$ cat src/rtl/alu_issue_queue.sv
// ---------------------------------------------------------------------------
// rv32i_types: ALU operation encoding shared with decode and the ALU.
// ---------------------------------------------------------------------------
package rv32i_types;
    typedef enum logic [3:0] {
        alu_add  = 4'd0,
        alu_sll  = 4'd1,
        alu_sra  = 4'd2,
        alu_sub  = 4'd3,
        alu_xor  = 4'd4,
        alu_srl  = 4'd5,
        alu_or   = 4'd6,
        alu_and  = 4'd7,
        alu_slt  = 4'd8,
        alu_sltu = 4'd9
    } alu_ops;
endpackage

// ---------------------------------------------------------------------------
// alu_issue_queue
//   Reservation station in front of a shared pipelined ALU. Decode allocates
//   entries through alloc_valid/alloc_ready; entries capture missing operands
//   from NUM_CDB broadcast channels (lowest channel wins on a multi-match);
//   the oldest ready entry is presented on issue_* and leaves on
//   issue_valid & issue_ready. flush squashes every entry at the next edge.
//
// Ports
//   clk, rst (async, active-low), flush
//   alloc_valid/alloc_ready, alloc_aluop, alloc_rob_tag,
//   alloc_v1/alloc_op1, alloc_v2/alloc_op2  (opN holds a producer tag when vN=0)
//   cdb_valid[NUM_CDB], cdb_tag[NUM_CDB*ROB_IDX_W], cdb_data[NUM_CDB*XLEN]
//     (channel k occupies slice k of each packed vector)
//   issue_valid/issue_ready, issue_aluop, issue_op1, issue_op2, issue_rob_tag
//   count  occupied entries 0..DEPTH
// ---------------------------------------------------------------------------
module alu_issue_queue
    import rv32i_types::*;
#(
    parameter int DEPTH     = 8,
    parameter int IDX_W     = 3,
    parameter int ROB_IDX_W = 4,
    parameter int XLEN      = 32,
    parameter int NUM_CDB   = 2
) (
    input  logic                           clk,
    input  logic                           rst,
    input  logic                           flush,
    input  logic                           alloc_valid,
    output logic                           alloc_ready,
    input  alu_ops                         alloc_aluop,
    input  logic [ROB_IDX_W-1:0]           alloc_rob_tag,
    input  logic                           alloc_v1,
    input  logic                           alloc_v2,
    input  logic [XLEN-1:0]                alloc_op1,
    input  logic [XLEN-1:0]                alloc_op2,
    input  logic [NUM_CDB-1:0]             cdb_valid,
    input  logic [NUM_CDB*ROB_IDX_W-1:0]   cdb_tag,
    input  logic [NUM_CDB*XLEN-1:0]        cdb_data,
    output logic                           issue_valid,
    input  logic                           issue_ready,
    output alu_ops                         issue_aluop,
    output logic [XLEN-1:0]                issue_op1,
    output logic [XLEN-1:0]                issue_op2,
    output logic [ROB_IDX_W-1:0]           issue_rob_tag,
    output logic [IDX_W:0]                 count
);

    // Returns {hit, data}. Channels are scanned high to low so the lowest
    // matching channel is the one left in the result.
    function automatic logic [XLEN:0] cdb_lookup(
        input logic [ROB_IDX_W-1:0]         tag,
        input logic [NUM_CDB-1:0]           vld,
        input logic [NUM_CDB*ROB_IDX_W-1:0] tags,
        input logic [NUM_CDB*XLEN-1:0]      data
    );
        logic [XLEN:0] res;
        res = '0;
        for (int k = NUM_CDB - 1; k >= 0; k--) begin
            res = (vld[k] && (tags[k*ROB_IDX_W +: ROB_IDX_W] == tag))
                  ? {1'b1, data[k*XLEN +: XLEN]} : res;
        end
        return res;
    endfunction

    // Entry state
    logic [DEPTH-1:0]     valid_q, valid_d;
    logic [DEPTH-1:0]     v1_q, v1_d;
    logic [DEPTH-1:0]     v2_q, v2_d;
    alu_ops               aluop_q   [DEPTH];
    alu_ops               aluop_d   [DEPTH];
    logic [ROB_IDX_W-1:0] rob_tag_q [DEPTH];
    logic [ROB_IDX_W-1:0] rob_tag_d [DEPTH];
    logic [XLEN-1:0]      op1_q     [DEPTH];
    logic [XLEN-1:0]      op1_d     [DEPTH];
    logic [XLEN-1:0]      op2_q     [DEPTH];
    logic [XLEN-1:0]      op2_d     [DEPTH];
    // Age matrix: older_q[i][j]=1 means entry j was allocated before entry i.
    // Rows are only written on allocation, so the relative order of the
    // survivors never changes when other entries leave.
    logic [DEPTH-1:0]     older_q   [DEPTH];
    logic [DEPTH-1:0]     older_d   [DEPTH];
    logic [IDX_W:0]       count_q, count_d;

    logic [DEPTH-1:0]     ready_s;
    logic [IDX_W-1:0]     sel_idx_s;
    logic                 sel_found_s;
    logic [IDX_W-1:0]     free_idx_s;
    logic                 alloc_fire_s;
    logic                 issue_fire_s;
    logic [XLEN:0]        wake1_s [DEPTH];
    logic [XLEN:0]        wake2_s [DEPTH];
    logic [XLEN:0]        byp1_s;
    logic [XLEN:0]        byp2_s;

    // Oldest-ready select: the one ready entry with no ready entry older than it.
    always_comb begin
        ready_s     = valid_q & v1_q & v2_q;
        sel_idx_s   = '0;
        sel_found_s = 1'b0;
        for (int i = 0; i < DEPTH; i++) begin
            if (ready_s[i] && ((older_q[i] & ready_s) == '0)) begin
                sel_idx_s   = IDX_W'(i);
                sel_found_s = 1'b1;
            end else begin
                sel_found_s = sel_found_s;
            end
        end
    end

    // Lowest-index free slot; alloc_ready guarantees one exists when used.
    always_comb begin
        free_idx_s = '0;
        for (int i = DEPTH - 1; i >= 0; i--) begin
            if (!valid_q[i]) begin
                free_idx_s = IDX_W'(i);
            end else begin
                free_idx_s = free_idx_s;
            end
        end
    end

    // Broadcast matches for every waiting operand and for the incoming operands.
    always_comb begin
        for (int i = 0; i < DEPTH; i++) begin
            wake1_s[i] = cdb_lookup(op1_q[i][ROB_IDX_W-1:0], cdb_valid, cdb_tag, cdb_data);
            wake2_s[i] = cdb_lookup(op2_q[i][ROB_IDX_W-1:0], cdb_valid, cdb_tag, cdb_data);
        end
        byp1_s = cdb_lookup(alloc_op1[ROB_IDX_W-1:0], cdb_valid, cdb_tag, cdb_data);
        byp2_s = cdb_lookup(alloc_op2[ROB_IDX_W-1:0], cdb_valid, cdb_tag, cdb_data);
    end

    assign alloc_ready  = (count_q != (IDX_W+1)'(DEPTH));
    assign alloc_fire_s = alloc_valid & alloc_ready & ~flush;
    assign issue_fire_s = sel_found_s & issue_ready;

    // Next-state: wakeup, issue retire, allocation, occupancy, flush.
    always_comb begin
        valid_d   = valid_q;
        v1_d      = v1_q;
        v2_d      = v2_q;
        aluop_d   = aluop_q;
        rob_tag_d = rob_tag_q;
        op1_d     = op1_q;
        op2_d     = op2_q;
        older_d   = older_q;
        count_d   = count_q;

        for (int i = 0; i < DEPTH; i++) begin
            if (valid_q[i] && !v1_q[i] && wake1_s[i][XLEN]) begin
                v1_d[i]  = 1'b1;
                op1_d[i] = wake1_s[i][XLEN-1:0];
            end else begin
                v1_d[i]  = v1_q[i];
            end
            if (valid_q[i] && !v2_q[i] && wake2_s[i][XLEN]) begin
                v2_d[i]  = 1'b1;
                op2_d[i] = wake2_s[i][XLEN-1:0];
            end else begin
                v2_d[i]  = v2_q[i];
            end
        end

        if (issue_fire_s) begin
            valid_d[sel_idx_s] = 1'b0;
        end else begin
            valid_d = valid_d;
        end

        if (alloc_fire_s) begin
            // The new entry is younger than every survivor and older than none.
            for (int j = 0; j < DEPTH; j++) begin
                older_d[j][free_idx_s] = 1'b0;
            end
            older_d[free_idx_s]   = valid_d;
            valid_d[free_idx_s]   = 1'b1;
            aluop_d[free_idx_s]   = alloc_aluop;
            rob_tag_d[free_idx_s] = alloc_rob_tag;
            v1_d[free_idx_s]      = alloc_v1 | byp1_s[XLEN];
            v2_d[free_idx_s]      = alloc_v2 | byp2_s[XLEN];
            op1_d[free_idx_s]     = (!alloc_v1 && byp1_s[XLEN]) ? byp1_s[XLEN-1:0] : alloc_op1;
            op2_d[free_idx_s]     = (!alloc_v2 && byp2_s[XLEN]) ? byp2_s[XLEN-1:0] : alloc_op2;
        end else begin
            valid_d = valid_d;
        end

        case ({alloc_fire_s, issue_fire_s})
            2'b10:   count_d = count_q + (IDX_W+1)'(1);
            2'b01:   count_d = count_q - (IDX_W+1)'(1);
            default: count_d = count_q;
        endcase

        if (flush) begin
            valid_d = '0;
            count_d = '0;
        end else begin
            count_d = count_d;
        end
    end

    // State registers with asynchronous active-low reset.
    always_ff @(posedge clk or negedge rst) begin
        if (!rst) begin
            valid_q <= '0;
            v1_q    <= '0;
            v2_q    <= '0;
            count_q <= '0;
            for (int i = 0; i < DEPTH; i++) begin
                aluop_q[i]   <= alu_add;
                rob_tag_q[i] <= '0;
                op1_q[i]     <= '0;
                op2_q[i]     <= '0;
                older_q[i]   <= '0;
            end
        end else begin
            valid_q <= valid_d;
            v1_q    <= v1_d;
            v2_q    <= v2_d;
            count_q <= count_d;
            for (int i = 0; i < DEPTH; i++) begin
                aluop_q[i]   <= aluop_d[i];
                rob_tag_q[i] <= rob_tag_d[i];
                op1_q[i]     <= op1_d[i];
                op2_q[i]     <= op2_d[i];
                older_q[i]   <= older_d[i];
            end
        end
    end

    // Issue fields come straight from registered state and read as zero when
    // nothing is presented.
    assign issue_valid   = sel_found_s;
    assign issue_aluop   = sel_found_s ? aluop_q[sel_idx_s]   : alu_add;
    assign issue_op1     = sel_found_s ? op1_q[sel_idx_s]     : '0;
    assign issue_op2     = sel_found_s ? op2_q[sel_idx_s]     : '0;
    assign issue_rob_tag = sel_found_s ? rob_tag_q[sel_idx_s] : '0;
    assign count         = count_q;

endmodule

$ cat config.mk
export PLATFORM = sky130hd
export DESIGN_NAME = alu_issue_queue
export DESIGN_NICKNAME = d
export VERILOG_FILES = /design/src/rtl/alu_issue_queue.sv
export SDC_FILE = /design/constraint.sdc
export NUM_CORES = 2
export LEC_CHECK = 0
export CAP_MARGIN = 10
export CORE_ASPECT_RATIO = 0.5
export CORE_MARGIN = 1.5
export CORE_UTILIZATION = 35
export DETAILED_ROUTE_END_ITERATION = 16
export PLACE_DENSITY = 0.5
export SLEW_MARGIN = 20
export SYNTH_ARGS = -nofsm -noshare
export SYNTH_HDL_FRONTEND = slang
export SYNTH_SLANG_ARGS = --single-unit
$ cat constraint.sdc
create_clock -name clk -period 3.9 [get_ports clk]
set_input_delay 1.17 -clock clk [delete_from_list [all_inputs] [get_ports clk]]
set_output_delay 1.17 -clock clk [all_outputs]
set_load 0.02 [all_outputs]
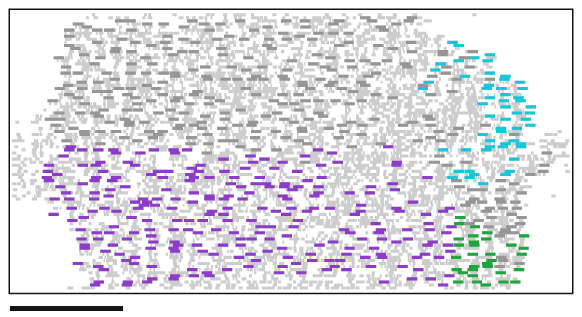
Figure 1: where the registers sit.
Bar = 100 um. Other sequential cells in the stronger gray, the rest of the logic in the fainter gray.
legend:
  op2_q:
    color: purple
    flops: 256
  rob_tag_q:
    color: green
    flops: 32
    where: bottom right
  older_q:
    color: cyan
    flops: 56

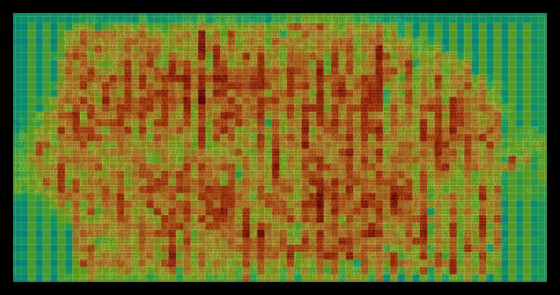
Figure 2: routing congestion map.
Final Util: 46.3%
busiest grt layer: met2
grt met2 use: 46.3%
overall routing resource usage: 29.6%
met1 Usage GRT: 41.1%

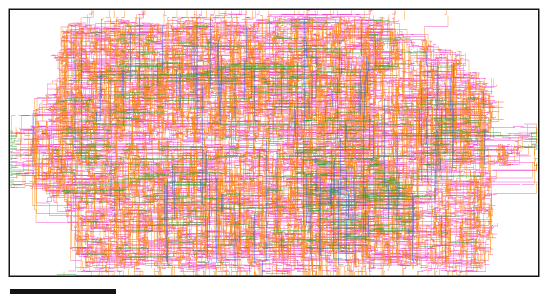
Figure 3: routed metal, one color a layer.
Bar = 100 um.
legend:
  M4:
    color: blue
    wire_length: 5,980 um
  M3:
    color: green
    wire_length: 14,800 um
  M1:
    color: magenta
    wire_length: 87.6 mm
  M2:
    color: orange
    wire_length: 86.2 mm

==> impl_metrics.csv <==
group,metric,value,unit
status,outcome,"complete, but fails checks",
status,violations,"negative setup slack",
worst_setup_path,max_stage_delay,480,ps
synth,yosys.cell_types.count,66,
worst_setup_path,critPathLaunch,"v1_q[1]",
finish,lay_top_cells,"826 x nand2_1, 658 x dfrtp_1, 630 x mux2i_1",
synth,synth.net_count,4953,
final_timing,finalMaxSlewViolations,0,
finish,antennaDiodeCount,0,
min_path,hold_path_class,"input pin to asynchronous set/reset pin",
route,highest_layer,"met4",
worst_setup_path,path_cells,"buf_4 -> nand4_1 -> o2111ai_2 -> a2111o_1 -> a21o_1 -> o21ai_4 -> buf_12 -> nor2_4 -> buf_4 -> clkbuf_16 -> a221o_1 -> a311oi_2 -> buf_4",
final_timing,finalWorstSetupSlack,-1140,ps
final_timing,setup_viol,73,
placement,dpl.cell_count,6589,
pwr,power_leader,"registers",
synth,netlist_area,42800,um^2
finish,flops,668,
finish,nFillCells,11500,
final_timing,tns,-72910,ps
floorplan,core_area,121000,um^2
final_timing,fin_hold_ws,414,ps
pwr,ir_drop,0.273,mV
worst_setup_path,crit_end,"issue_aluop[3]",
placement,gp_congestion,0.920,
final_timing,hold_viol_final,0,
synth,synth.top_cells.by_count,"837 x nand2_1, 668 x dfrtp_1, 633 x mux2i_1",
finish,n_all_inverters,14,
worst_setup_path,r2r-end,"count[3]",
route,wirelength_met1,87.6,mm
synth,synth-warning-count,0,
clock_network,cts.reportedPaths.clkPinSlew,60,ps
global_routing,grt_max_degree,95,
route,via_per_inst,6.12,
worst_setup_path,cp_common_cell,"buf_4",
floorplan,die_h,250,um
route,drtIter0Drc,5163,
worst_setup_path,required,2730,ps
finish,buffers,847,
final_timing,skew,23.0,ps
synth,yosys.cell_count.top_type,"nand2_1",
worst_setup_path,r2r_slack,380,ps
finish,register_area,16700,um^2
pwr,internal_power,0.0137,W
finish,design_area,56000,um^2
synth,ys_top_logic_family,"AND-OR/OR-AND gates",
clock_network,clockBufferDepth,3,
finish,layout_top_cell,"nand2_1",
synth,yosys-stat-cells,4798,
synth,ys_seq_share,39.0,%
clock_network,numCtsBuffers,72,
finish,nonClkBufAreaFrac,17.1,%
finish,logic_gates,3566,
synth,synth_area_leader_cell,"dfrtp_1",
synth,async_reset_ff_share,100,%
floorplan,nWellTaps,1610,
route,route.detailed.drc,0,
synth,area_leaders,"dfrtp_1 39%, mux2i_1 15%, o211ai_1 9.3%, nand2_1 7.3%, o21ai_0 7.0%",
floorplan,ios,231,
worst_setup_path,critPathKind,"flip-flop to output pin",
clock_network,clock_latency,690,ps
finish,reg.largest.list,"op1_q x256, op2_q x256, older_q x56",
final_timing,rsz0062_at_grt,"yes",
final_timing,period_used_share,129,%
pwr,comb-power,0.00419,W
global_routing,grt_overflow,0,
finish,largestClassByArea,"logic gates",
route,firstDrtPassIters,8,
synth,synth_area_per_cell,8.93,um^2
finish,clockBufferCount,110,
flow_run,maxCapViolations,0,
pwr,p_clk,0.00738,W
worst_setup_path,worstRegToRegCells,16,
global_routing,use_met3,5.44,%
synth,synth_top_area_share,39.0,%
synth,synth-xor-area-share,2.98,%
worst_setup_path,crit_family,"AND-OR/OR-AND gates",
pwr,finalPower,0.0200,W
pwr,powerDensity,357,nW/um^2
clock_network,cts_hold_buf,0,
worst_setup_path,crit_fanout,9,
floorplan,fp_util,35.4,%
finish,clock_area_share,4.27,%
worst_setup_path,endpoint_kind,"output pin",
finish,comb-cell-share,45.0,%
clock_network,post_cts_resize_count,405,
route,vias,41900,
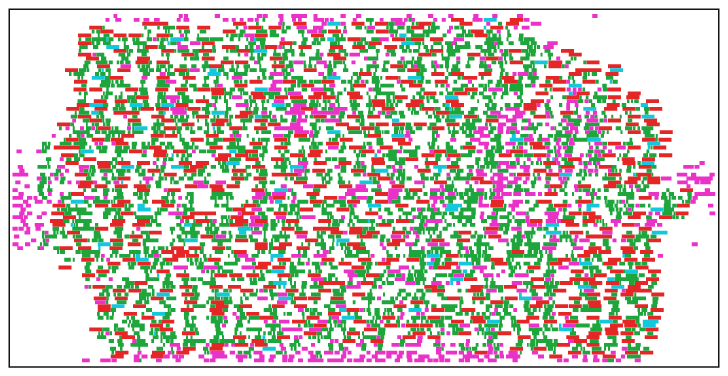
Figure 4: cells colored by class.
legend:
  clock drivers and dummy loads:
    color: cyan
    cells: 132
  sequential cells:
    color: red
    cells: 668
  remaining buffers and delay cells:
    color: magenta
    cells: 847
  remaining logic cells:
    color: green
    cells: 3,580

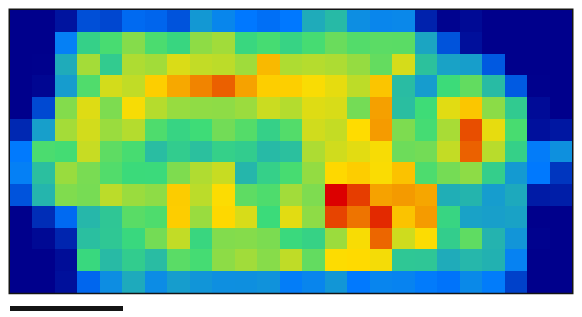
Figure 5: wire density map.
Bar = 100 um. The die is cut into 25 by 13 equal tiles; dark blue is low, red is high, scaled to the fullest tile. Values are wire area over tile area, all layers added.
emptiest ninth of the die: top right
mean over tiles: 0.25
nearly empty tiles: 12%
fullest tile: 0.57
tiles over half the peak: 49%

Power and IR drop assume default switching activity.
